<file path="src/rtl/reg_file_mp.sv">
// Multi-port integer register file: N read ports, two prioritised write
// ports, optional write-to-read bypass and per-register pending bits.
module reg_file_mp #(
    parameter int DATA_WIDTH = 32,
    parameter int DEPTH      = 32,
    parameter int ADDR_WIDTH = $clog2(DEPTH),
    parameter int NUM_RD     = 2,
    parameter int BYPASS     = 1,
    parameter int ZERO_REG   = 1
) (
    input  logic                         clk,
    input  logic                         res,
    input  logic [NUM_RD*ADDR_WIDTH-1:0] ra,
    output logic [NUM_RD*DATA_WIDTH-1:0] rd,
    output logic [NUM_RD-1:0]            rd_pend,
    input  logic [1:0]                   we,
    input  logic [2*ADDR_WIDTH-1:0]      wa,
    input  logic [2*DATA_WIDTH-1:0]      wd,
    input  logic                         iss_v,
    input  logic [ADDR_WIDTH-1:0]        iss_a,
    input  logic                         flush,
    output logic [ADDR_WIDTH:0]          pend_cnt
);

    if (DEPTH < 2 || (DEPTH & (DEPTH - 1)) != 0 ||
        ADDR_WIDTH != $clog2(DEPTH) || NUM_RD < 1 || NUM_RD > 4 ||
        DATA_WIDTH < 1 || (BYPASS != 0 && BYPASS != 1) ||
        (ZERO_REG != 0 && ZERO_REG != 1)) begin : g_bad_param
        $error("reg_file_mp: illegal parameter set");
    end

    logic [DATA_WIDTH-1:0] r_regs [DEPTH];
    logic [DEPTH-1:0]      r_pend;
    logic [ADDR_WIDTH:0]   r_cnt;

    logic [ADDR_WIDTH-1:0] w_wa0;
    logic [ADDR_WIDTH-1:0] w_wa1;
    logic [DATA_WIDTH-1:0] w_wd0;
    logic [DATA_WIDTH-1:0] w_wd1;
    logic [DEPTH-1:0]      w_hit0;
    logic [DEPTH-1:0]      w_hit1;
    logic [DEPTH-1:0]      w_pend_nxt;
    logic [ADDR_WIDTH:0]   w_cnt_nxt;
    logic                  w_byp;

    assign w_wa0 = wa[0 +: ADDR_WIDTH];
    assign w_wa1 = wa[ADDR_WIDTH +: ADDR_WIDTH];
    assign w_wd0 = wd[0 +: DATA_WIDTH];
    assign w_wd1 = wd[DATA_WIDTH +: DATA_WIDTH];
    assign w_byp = (BYPASS != 0) && res;

    // Issue beats a same-cycle write so back-to-back producers stay pending
    always_comb begin
        w_hit0     = '0;
        w_hit1     = '0;
        w_pend_nxt = '0;
        w_cnt_nxt  = '0;
        for (int i = 0; i < DEPTH; i++) begin
            w_hit0[i] = we[0] && (w_wa0 == ADDR_WIDTH'(i));
            w_hit1[i] = we[1] && (w_wa1 == ADDR_WIDTH'(i));
        end
        if (ZERO_REG != 0) begin
            w_hit0[0] = 1'b0;
            w_hit1[0] = 1'b0;
        end
        for (int i = 0; i < DEPTH; i++) begin
            if (flush)
                w_pend_nxt[i] = 1'b0;
            else if (iss_v && iss_a == ADDR_WIDTH'(i))
                w_pend_nxt[i] = 1'b1;
            else if (w_hit0[i] || w_hit1[i])
                w_pend_nxt[i] = 1'b0;
            else
                w_pend_nxt[i] = r_pend[i];
        end
        if (ZERO_REG != 0)
            w_pend_nxt[0] = 1'b0;
        for (int i = 0; i < DEPTH; i++)
            w_cnt_nxt = w_cnt_nxt + {{ADDR_WIDTH{1'b0}}, w_pend_nxt[i]};
    end

    always_ff @(posedge clk or negedge res) begin
        if (!res) begin
            for (int i = 0; i < DEPTH; i++)
                r_regs[i] <= '0;
            r_pend <= '0;
            r_cnt  <= '0;
        end else begin
            for (int i = 0; i < DEPTH; i++) begin
                if (w_hit1[i])
                    r_regs[i] <= w_wd1;
                else if (w_hit0[i])
                    r_regs[i] <= w_wd0;
            end
            r_pend <= w_pend_nxt;
            r_cnt  <= w_cnt_nxt;
        end
    end

    assign pend_cnt = r_cnt;

    for (genvar k = 0; k < NUM_RD; k++) begin : g_rd
        logic [ADDR_WIDTH-1:0] w_a;
        logic [DATA_WIDTH-1:0] w_d;
        logic                  w_z;
        logic                  w_wr;
        logic                  w_iss;

        assign w_a   = ra[k*ADDR_WIDTH +: ADDR_WIDTH];
        assign w_z   = (ZERO_REG != 0) && (w_a == '0);
        assign w_wr  = w_byp && (w_hit0[w_a] || w_hit1[w_a]);
        assign w_iss = iss_v && (iss_a == w_a);

        assign w_d = w_z                      ? '0 :
                     (w_byp && w_hit1[w_a])   ? w_wd1 :
                     (w_byp && w_hit0[w_a])   ? w_wd0 :
                     r_regs[w_a];

        assign rd[k*DATA_WIDTH +: DATA_WIDTH] = w_d;
        assign rd_pend[k] = !w_z && r_pend[w_a] && !(w_wr && !w_iss);
    end

endmodule

</file>
<file path="config.mk">
export PLATFORM = sky130hd
export DESIGN_NAME = reg_file_mp
export DESIGN_NICKNAME = d
export VERILOG_FILES = /design/src/rtl/reg_file_mp.sv
export SDC_FILE = /design/constraint.sdc
export NUM_CORES = 2
export LEC_CHECK = 0
export CAP_MARGIN = 20
export CELL_PAD_IN_SITES_DETAIL_PLACEMENT = 1
export CELL_PAD_IN_SITES_GLOBAL_PLACEMENT = 1
export CORE_MARGIN = 1.5
export CORE_UTILIZATION = 51
export CTS_CLUSTER_DIAMETER = 60
export DETAILED_ROUTE_END_ITERATION = 6
export PLACE_DENSITY = 0.83
export SLEW_MARGIN = 20
export SYNTH_ARGS = -nofsm -noshare
export SYNTH_HDL_FRONTEND = slang
export SYNTH_SLANG_ARGS = --single-unit
</file>
<file path="constraint.sdc">
create_clock -name clk -period 6.1 [get_ports clk]
set_input_delay 1.525 -clock clk [delete_from_list [all_inputs] [get_ports clk]]
set_output_delay 1.525 -clock clk [all_outputs]
set_load 0.01 [all_outputs]
</file>
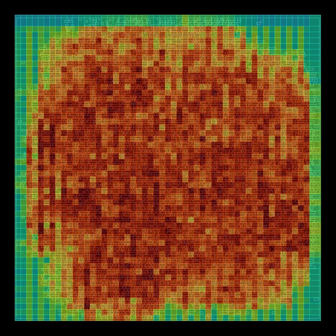
Figure 1: routing congestion.
met1 Resource Use GR: 54.4%
Overall Global Routing Usage: 45.6%
GR peak layer: met2
met3 Use GR: 15.2%
WL/cell: 38.0 um

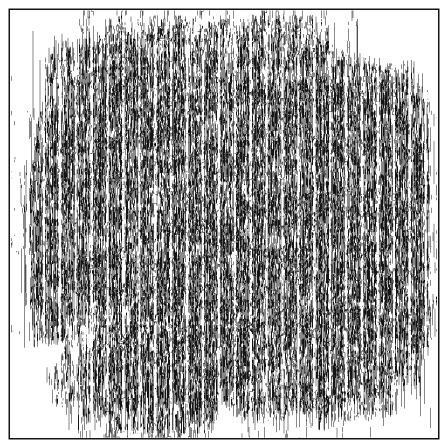
Figure 2: signal wires on met2.
longest straight run: 130 um
nets with wire on the layer: 5,945
wire length on this layer: 133 mm
main direction: vertical
via count: 61,800
wirelength, routed: 313 mm
met2 Usage GRT: 66.4%

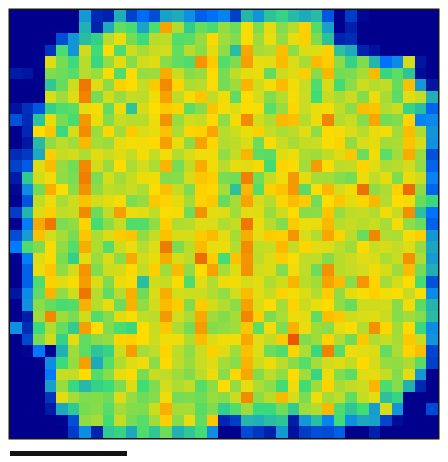
Figure 3: placement density heat map.
Scale bar: 100 um. The die is cut into 37 by 37 equal tiles; dark blue is low, red is high, 0 to 100% covered.
tiles over 75% full: 17%
fullest tile: 90%
mean over tiles: 56%
nearly empty tiles: 8.5%
fp_density: 51.5%
core area: 130,000 um2

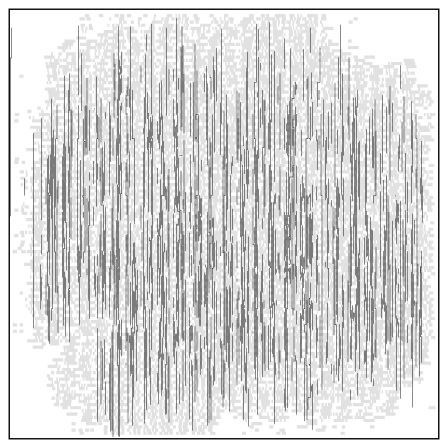
Figure 4: met4 routing.
main direction: vertical
longest straight run: 169 um

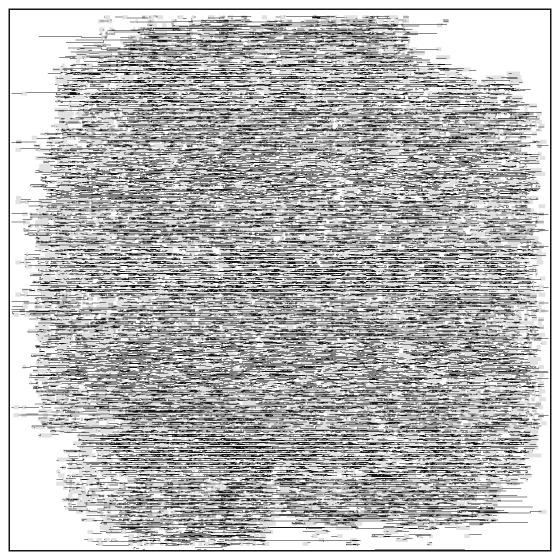
Figure 5: M1 wires.
longest straight run: 92.0 um
nets with wire on the layer: 6,164

flip-flops by register name, summed over array words and instances (netlist names):
signal,flops
pend_cnt,6
r_regs,992
r_pend,31
per-stage QoR:
stage / hold WS, ns / instance area [um2] / util (%) / instances
floorplan: 0.544 / 67100 / - / 6364
CTS: 0.561 / 76900 / 59.2 / 8186
detailed placement: 0.582 / 72400 / 55.8 / 7945
global placement: 0.561 / 72400 / 55.8 / 7945
finish: 0.589 / 77600 / 59.8 / 8224
global route: 0.592 / 77600 / 59.7 / 8217
cell usage in the layout (no fill, tap or decap), types with 9 or more instances in the layout:
cell             instances
o21ai_1                 22
nor4_1                  17
clkbuf_1                19
mux4_2                 523
inv_1                   33
fa_1                    18
clkbuf_16              125
mux2i_1               1112
clkdlybuf4s50_1        106
buf_12                  74
a221o_1                 16
buf_4                  424
o21ai_0                480
xnor2_1                 17
bufinv_16               16
a22o_1                  22
dlymetal6s2s_1          31
nor2b_1                 46
and3_1                  16
buf_8                    9
o32ai_1                 23
nand2_4                 27
nand2_1                572
clkinv_2                29
o22ai_1                 28
a21oi_1                574
dfrtp_1               1029
nor2_4                  23
xor2_1                  11
nor2_2                  12
o221ai_1                26
a21o_1                  15
nand3b_1                14
a221oi_1                40
mux2_2                  83
clkbuf_8                22
inv_2                   10
buf_6                   24
nor2_1                 596
worst reg2reg max path: stages, from the launching register on:
cell,delay [ns]
dfrtp_1,0.55
nand3b_1,0.18
a21o_1,0.25
fa_1,0.49
fa_1,0.52
inv_2,0.04
fa_1,0.50
inv_2,0.05
fa_1,0.53
fa_1,0.43
fa_1,0.47
fa_2,0.39
fa_2,0.40
buf_4,0.14
buf_6,0.11
xnor2_2,0.12
report_power, final:
part | internal, W | switching (W)
Clock | 0.00453 | 0.00327
Combinational | 0.00364 | 0.00335
Sequential | 0.00860 | 0.00161
==> results.ini <==
[critical_path]
crit_start=we[0]
critPathBufInv=10
critPathMaxFanout=9
reg2reg_from=r_pend[22]
cp_common_cell=buf_4

[pwr]
finalPower_w=0.0250

[layout]
inverters_excl_clock=43
num-fill-cells=13400
drive_gt1_share_pct=23.2
largest_class=combinational gates

[place]
dp_slack_ns=-1.35
dp_hpwl_mm=172

[run_status]
violations=setup timing
outcome=finished with violations

[timing]
setup_slack_ns=-0.146
setup_violations=8

[detailed_routing]
drtAntennaViolNets=0
dr.max_layer_used=met5
drt_pass1_iterations=7

[floorplanning]
io_pins=167

[clock_network]
cts_htree_levels=3

[yosys]
ys_sh_aoi_pct=10.8
yosysWarningCount=0

[global_routing]
grt_pass1_wl_mm=441

